Figure 1. PDN straps and rails.
Pins as bars on the die edge. Tap cells in grey.
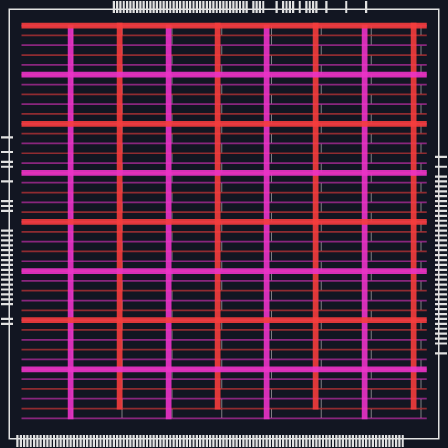
Figure 2. Cell classes on the final placement.
The bar under the picture is 20 µm long.
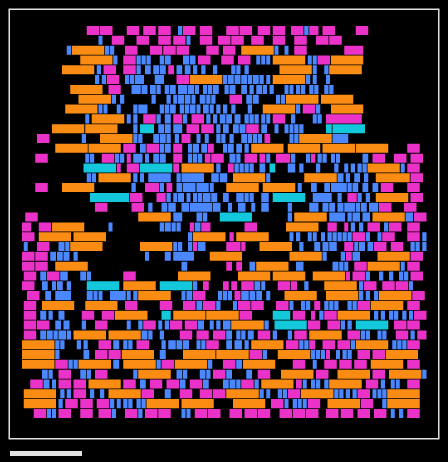
$ cat config.mk
export PLATFORM = sky130hd
export DESIGN_NAME = load_store_unit_flat
export DESIGN_NICKNAME = d
export VERILOG_FILES = /design/src/rtl/load_store_unit_pkg.sv /design/src/rtl/load_store_unit_if.sv /design/src/rtl/load_store_unit_align.sv /design/src/rtl/load_store_unit.sv /design/src/flat_wrapper.sv
export SDC_FILE = /design/constraint.sdc
export NUM_CORES = 1
export LEC_CHECK = 0
export ABC_AREA = 1
export CORE_MARGIN = 3
export CORE_UTILIZATION = 42
export CTS_CLUSTER_SIZE = 8
export DETAILED_ROUTE_END_ITERATION = 7
export GPL_TIMING_DRIVEN = 0
export PLACE_DENSITY = 0.88
export SETUP_SLACK_MARGIN = 0.1
export SLEW_MARGIN = 30
export SYNTH_ARGS = -nofsm -noshare
export SYNTH_HDL_FRONTEND = slang
export SYNTH_SLANG_ARGS = --single-unit
$ cat constraint.sdc
create_clock -name Clk -period 2.6 [get_ports Clk]
set_input_delay 0.52 -clock Clk [delete_from_list [all_inputs] [get_ports Clk]]
set_output_delay 0.52 -clock Clk [all_outputs]
set_load 0.01 [all_outputs]
$ cat src/rtl/load_store_unit_pkg.sv
// RV32I load/store constants, FSM state type and access-size decode.
package Rv32iPkg;

  localparam logic [6:0] OP_LOAD  = 7'b0000011;
  localparam logic [6:0] OP_STORE = 7'b0100011;

  localparam logic [2:0] F3_LB  = 3'b000;
  localparam logic [2:0] F3_LH  = 3'b001;
  localparam logic [2:0] F3_LW  = 3'b010;
  localparam logic [2:0] F3_LBU = 3'b100;
  localparam logic [2:0] F3_LHU = 3'b101;
  localparam logic [2:0] F3_SB  = 3'b000;
  localparam logic [2:0] F3_SH  = 3'b001;
  localparam logic [2:0] F3_SW  = 3'b010;

  typedef enum logic [1:0] {IDLE, REQ, WAIT, RESP} LsuStateT;

  typedef enum logic [1:0] {SZ_BYTE, SZ_HALF, SZ_WORD} AccSizeT;

  // Unlisted funct3 encodings fall back to word accesses.
  function automatic AccSizeT acc_size(input logic [2:0] f3, input logic is_load);
    AccSizeT sz;
    sz = SZ_WORD;
    if (is_load) begin
      case (f3)
        F3_LB, F3_LBU: sz = SZ_BYTE;
        F3_LH, F3_LHU: sz = SZ_HALF;
        F3_LW:         sz = SZ_WORD;
        default:       sz = SZ_WORD;
      endcase
    end else begin
      case (f3)
        F3_SB:   sz = SZ_BYTE;
        F3_SH:   sz = SZ_HALF;
        F3_SW:   sz = SZ_WORD;
        default: sz = SZ_WORD;
      endcase
    end
    return sz;
  endfunction

endpackage

$ cat src/rtl/load_store_unit_if.sv
// Execute-side request/response and memory-bus signals of the load/store unit.
interface load_store_unit_if #(
  parameter int unsigned DATA_WIDTH  = 32,
  parameter int unsigned INSTR_WIDTH = 32
);
  logic                   ReqValid;
  logic                   ReqReady;
  logic [DATA_WIDTH-1:0]  AluOut;
  logic [DATA_WIDTH-1:0]  StoreData;
  logic [INSTR_WIDTH-1:0] Instr;
  logic                   RespValid;
  logic                   RespReady;
  logic [DATA_WIDTH-1:0]  LoadData;
  logic                   Misaligned;
  logic                   MemReq;
  logic                   MemWe;
  logic [DATA_WIDTH-1:0]  MemAddr;
  logic [DATA_WIDTH-1:0]  MemWdata;
  logic [3:0]             MemBe;
  logic                   MemGnt;
  logic                   MemRvalid;
  logic [DATA_WIDTH-1:0]  MemRdata;

  modport slave (
    input  ReqValid, AluOut, StoreData, Instr, RespReady, MemGnt, MemRvalid, MemRdata,
    output ReqReady, RespValid, LoadData, Misaligned, MemReq, MemWe, MemAddr, MemWdata, MemBe
  );

  modport master (
    output ReqValid, AluOut, StoreData, Instr, RespReady, MemGnt, MemRvalid, MemRdata,
    input  ReqReady, RespValid, LoadData, Misaligned, MemReq, MemWe, MemAddr, MemWdata, MemBe
  );
endinterface

$ cat src/rtl/load_store_unit_align.sv
// lsu_align: combinational store lane steering, load shift/extension, misalignment detect.
// Misalignment trapping is enabled by defining LSU_MISALIGN_TRAP_EN.
module lsu_align
  import Rv32iPkg::*;
#(
  parameter int unsigned DATA_WIDTH = 32
) (
  input  logic [1:0]            i_addr_lo,
  input  logic [2:0]            i_funct3,
  input  logic                  i_is_load,
  input  logic [DATA_WIDTH-1:0] i_store_data,
  input  logic [DATA_WIDTH-1:0] i_rdata,
  output logic [DATA_WIDTH-1:0] o_wdata,
  output logic [3:0]            o_be,
  output logic [DATA_WIDTH-1:0] o_load_data,
  output logic                  o_misaligned
);

  AccSizeT               w_size;
  logic [1:0]            w_off;
  logic [DATA_WIDTH-1:0] w_shifted;

  always_comb begin
    w_size  = acc_size(i_funct3, i_is_load);
    w_off   = '0;
    o_wdata = i_store_data;
    o_be    = '1;
    case (w_size)
      SZ_BYTE: begin
        w_off   = i_addr_lo;
        o_wdata = {(DATA_WIDTH/8){i_store_data[7:0]}};
        o_be    = 4'b0001 << i_addr_lo;
      end
      SZ_HALF: begin
        w_off   = {i_addr_lo[1], 1'b0};
        o_wdata = {(DATA_WIDTH/16){i_store_data[15:0]}};
        o_be    = 4'b0011 << {i_addr_lo[1], 1'b0};
      end
      default: ;
    endcase

    w_shifted   = i_rdata >> {w_off, 3'b000};
    o_load_data = w_shifted;
    case (w_size)
      SZ_BYTE: o_load_data = i_funct3[2] ? {{(DATA_WIDTH-8){1'b0}}, w_shifted[7:0]}
                                         : {{(DATA_WIDTH-8){w_shifted[7]}}, w_shifted[7:0]};
      SZ_HALF: o_load_data = i_funct3[2] ? {{(DATA_WIDTH-16){1'b0}}, w_shifted[15:0]}
                                         : {{(DATA_WIDTH-16){w_shifted[15]}}, w_shifted[15:0]};
      default: ;
    endcase

`ifdef LSU_MISALIGN_TRAP_EN
    o_misaligned = ((w_size == SZ_HALF) && i_addr_lo[0]) ||
                   ((w_size == SZ_WORD) && (i_addr_lo != 2'b00));
`else
    o_misaligned = 1'b0;
`endif
  end

endmodule

$ cat src/rtl/load_store_unit.sv
// Single-outstanding load/store unit: IDLE -> REQ -> (WAIT) -> RESP handshake FSM.
// Optional misalignment trapping via LSU_MISALIGN_TRAP_EN (see lsu_align).
module load_store_unit
  import Rv32iPkg::*;
#(
  parameter int unsigned DATA_WIDTH  = 32,
  parameter int unsigned INSTR_WIDTH = 32
) (
  input  logic              Clk,
  input  logic              Rst_n,
  load_store_unit_if.slave  bus
);

  LsuStateT              r_state;
  logic                  r_req_ready;
  logic                  r_resp_valid;
  logic                  r_misaligned;
  logic                  r_mem_req;
  logic                  r_mem_we;
  logic [3:0]            r_mem_be;
  logic [DATA_WIDTH-1:0] r_mem_addr;
  logic [DATA_WIDTH-1:0] r_mem_wdata;
  logic [DATA_WIDTH-1:0] r_load_data;
  logic [1:0]            r_addr_lo;
  logic [2:0]            r_funct3;
  logic                  r_is_load;

  logic                  w_idle;
  logic                  w_is_load;
  logic                  w_is_store;
  logic                  w_access;
  logic [1:0]            w_addr_lo;
  logic [2:0]            w_funct3;
  logic                  w_sel_load;
  logic [DATA_WIDTH-1:0] w_wdata;
  logic [3:0]            w_be;
  logic [DATA_WIDTH-1:0] w_load_data;
  logic                  w_misaligned;
  logic                  w_unused;

  assign w_idle     = (r_state == IDLE);
  assign w_is_load  = (bus.Instr[6:0] == OP_LOAD);
  assign w_is_store = (bus.Instr[6:0] == OP_STORE);
  assign w_access   = w_is_load | w_is_store;
  assign w_unused   = ^{bus.Instr[INSTR_WIDTH-1:15], bus.Instr[11:7]};

  // One aligner serves both phases: live request fields while IDLE (store
  // steering), registered fields afterwards (load extension in WAIT).
  assign w_addr_lo  = w_idle ? bus.AluOut[1:0]   : r_addr_lo;
  assign w_funct3   = w_idle ? bus.Instr[14:12]  : r_funct3;
  assign w_sel_load = w_idle ? w_is_load         : r_is_load;

  lsu_align #(.DATA_WIDTH(DATA_WIDTH)) u_align (
    .i_addr_lo    (w_addr_lo),
    .i_funct3     (w_funct3),
    .i_is_load    (w_sel_load),
    .i_store_data (bus.StoreData),
    .i_rdata      (bus.MemRdata),
    .o_wdata      (w_wdata),
    .o_be         (w_be),
    .o_load_data  (w_load_data),
    .o_misaligned (w_misaligned)
  );

  always_ff @(posedge Clk or negedge Rst_n) begin
    if (!Rst_n) begin
      r_state      <= IDLE;
      r_req_ready  <= 1'b1;
      r_resp_valid <= 1'b0;
      r_misaligned <= 1'b0;
      r_mem_req    <= 1'b0;
      r_mem_we     <= 1'b0;
      r_mem_be     <= '0;
      r_mem_addr   <= '0;
      r_mem_wdata  <= '0;
      r_load_data  <= '0;
      r_addr_lo    <= '0;
      r_funct3     <= '0;
      r_is_load    <= 1'b0;
    end else begin
      unique case (r_state)
        IDLE: begin
          if (bus.ReqValid) begin
            r_req_ready <= 1'b0;
            r_addr_lo   <= bus.AluOut[1:0];
            r_funct3    <= bus.Instr[14:12];
            r_is_load   <= w_is_load;
            r_load_data <= '0;
            if (w_access && !w_misaligned) begin
              r_state     <= REQ;
              r_mem_req   <= 1'b1;
              r_mem_we    <= w_is_store;
              r_mem_be    <= w_be;
              r_mem_addr  <= {bus.AluOut[DATA_WIDTH-1:2], 2'b00};
              r_mem_wdata <= w_is_store ? w_wdata : '0;
            end else begin
              r_state      <= RESP;
              r_resp_valid <= 1'b1;
              r_misaligned <= w_access & w_misaligned;
            end
          end
        end
        REQ: begin
          if (bus.MemGnt) begin
            r_mem_req <= 1'b0;
            r_mem_we  <= 1'b0;
            r_mem_be  <= '0;
            if (r_mem_we) begin
              r_state      <= RESP;
              r_resp_valid <= 1'b1;
            end else begin
              r_state <= WAIT;
            end
          end
        end
        WAIT: begin
          if (bus.MemRvalid) begin
            r_load_data  <= w_load_data;
            r_state      <= RESP;
            r_resp_valid <= 1'b1;
          end
        end
        RESP: begin
          if (bus.RespReady) begin
            r_state      <= IDLE;
            r_resp_valid <= 1'b0;
            r_misaligned <= 1'b0;
            r_req_ready  <= 1'b1;
          end
        end
        default: r_state <= IDLE;
      endcase
    end
  end

  assign bus.ReqReady   = r_req_ready;
  assign bus.RespValid  = r_resp_valid;
  assign bus.LoadData   = r_load_data;
  assign bus.Misaligned = r_misaligned;
  assign bus.MemReq     = r_mem_req;
  assign bus.MemWe      = r_mem_we;
  assign bus.MemBe      = r_mem_be;
  assign bus.MemAddr    = r_mem_addr;
  assign bus.MemWdata   = r_mem_wdata;

endmodule
$ cat src/flat_wrapper.sv
// flat-port wrapper written by rule: the top's interface ports become plain ports
module load_store_unit_flat import Rv32iPkg::*;
#(
  parameter int unsigned DATA_WIDTH  = 32,
  parameter int unsigned INSTR_WIDTH = 32
)
  (Clk, Rst_n, bus_ReqValid, bus_AluOut, bus_StoreData, bus_Instr, bus_RespReady, bus_MemGnt, bus_MemRvalid, bus_MemRdata, bus_ReqReady, bus_RespValid, bus_LoadData, bus_Misaligned, bus_MemReq, bus_MemWe, bus_MemAddr, bus_MemWdata, bus_MemBe);
  load_store_unit_if #(.DATA_WIDTH(DATA_WIDTH), .INSTR_WIDTH(INSTR_WIDTH)) bus_i ();
  input  logic Clk;
  input  logic Rst_n;
  input wire logic [$bits(bus_i.ReqValid)-1:0] bus_ReqValid;
  input wire logic [$bits(bus_i.AluOut)-1:0] bus_AluOut;
  input wire logic [$bits(bus_i.StoreData)-1:0] bus_StoreData;
  input wire logic [$bits(bus_i.Instr)-1:0] bus_Instr;
  input wire logic [$bits(bus_i.RespReady)-1:0] bus_RespReady;
  input wire logic [$bits(bus_i.MemGnt)-1:0] bus_MemGnt;
  input wire logic [$bits(bus_i.MemRvalid)-1:0] bus_MemRvalid;
  input wire logic [$bits(bus_i.MemRdata)-1:0] bus_MemRdata;
  output wire logic [$bits(bus_i.ReqReady)-1:0] bus_ReqReady;
  output wire logic [$bits(bus_i.RespValid)-1:0] bus_RespValid;
  output wire logic [$bits(bus_i.LoadData)-1:0] bus_LoadData;
  output wire logic [$bits(bus_i.Misaligned)-1:0] bus_Misaligned;
  output wire logic [$bits(bus_i.MemReq)-1:0] bus_MemReq;
  output wire logic [$bits(bus_i.MemWe)-1:0] bus_MemWe;
  output wire logic [$bits(bus_i.MemAddr)-1:0] bus_MemAddr;
  output wire logic [$bits(bus_i.MemWdata)-1:0] bus_MemWdata;
  output wire logic [$bits(bus_i.MemBe)-1:0] bus_MemBe;
  assign bus_i.ReqValid = bus_ReqValid;
  assign bus_i.AluOut = bus_AluOut;
  assign bus_i.StoreData = bus_StoreData;
  assign bus_i.Instr = bus_Instr;
  assign bus_i.RespReady = bus_RespReady;
  assign bus_i.MemGnt = bus_MemGnt;
  assign bus_i.MemRvalid = bus_MemRvalid;
  assign bus_i.MemRdata = bus_MemRdata;
  assign bus_ReqReady = bus_i.ReqReady;
  assign bus_RespValid = bus_i.RespValid;
  assign bus_LoadData = bus_i.LoadData;
  assign bus_Misaligned = bus_i.Misaligned;
  assign bus_MemReq = bus_i.MemReq;
  assign bus_MemWe = bus_i.MemWe;
  assign bus_MemAddr = bus_i.MemAddr;
  assign bus_MemWdata = bus_i.MemWdata;
  assign bus_MemBe = bus_i.MemBe;
  load_store_unit #(.DATA_WIDTH(DATA_WIDTH), .INSTR_WIDTH(INSTR_WIDTH)) u_core (.Clk(Clk), .Rst_n(Rst_n), .bus(bus_i));
endmodule
==> notes.md <==
Main metrics from the flow reports.

The flow ran to the end, and the final reports show no timing, DRC or antenna violations. The number of port buffers came out at 213. In this run, the synthesized area fraction spent on xor and xnor cells is recorded as 0. The routed design shows a via density per instance of around 4.9. The clock sink count came out at 110. The post-placement setup slack is -0.217 ns. The clock transition at the registers of the reported paths came out at 0.07 ns. Across all hold checks on the routed design, the worst slack comes to between 0.4 and 0.5 ns. For the worst reg-to-reg path, the startpoint reported by OpenROAD is u_core.r_state[0].

In the final design database the tool counted ~1100 nets. In the layout the commonest cells are nand2_1 (284), clkdlybuf4s50_1 (212), dfrtp_1 (109). The total clock buffers created by CTS is 9. The number of hold violations in the final report came out at 0. The total of cells resized after clock tree synthesis came out at 2. The post-synthesis cell type with the largest combined area is dfrtp_1. The most heavily used metal layer in global routing is met2. The number of buffer and inverter stages on the critical path is 4. The number of fill cells in the layout came out at 1054. The area of all placed cells without fillers is between 8000 and 9000 µm².

The total met3 wirelength after detailed routing is ~1000 µm. The total sequential power came out at around 2300 µW. The count of different cell masters after synthesis is 30. The cell-mix breakdown from Yosys lists the compound-gate area share as 0.137.

The initial core utilization came out at 0.436. The final core utilization is 0.664. Per the GRT congestion report, total overflow comes to 0. The measured slew at the worst slew-check pin is 0.579 ns. For this run, the total global-route usage over all layers was measured as 0.249. According to the Yosys statistics, the synthesized design has a chip area of 5320 µm². The internal portion of the total power is approximately 4400 µW.

Of the total synthesized cell area, the portion taken by full adders, half adders and majority gates is 0.00941. The initial detailed-routing violation count is about 690. The clock group share of total power came out at 0.188. Of the combinational cells, the family taking the most area is simple AND/OR/NAND/NOR gates.

The half-perimeter wire length of the detailed placement result came out at 13300 µm. The area share of the largest cell type after synthesis came out at 0.513. The end of the worst register-to-register path is u_core.bus.LoadData[3].

The fraction of final cell area spent on non-clock buffers in this run is 0.300. The most critical setup path has its endpoint at u_core.bus.LoadData[3]. The die area is about 14000 µm².
Back to the opening pictures, Figure 1:
Red stands for VDD. Magenta stands for VSS.
8 straps on met5. 239 signal pins sit on the boundary. 41 met1 rails follow the rows.

Back to the opening pictures, Figure 2:
Magenta stands for other buffers and delay cells, cells 260. Cyan stands for clock drivers and dummy loads, cells 15. Orange stands for flops, cells 110. Blue stands for all other logic, cells 540.

Power figures rest on the tool's default switching activity, not on a simulated workload.
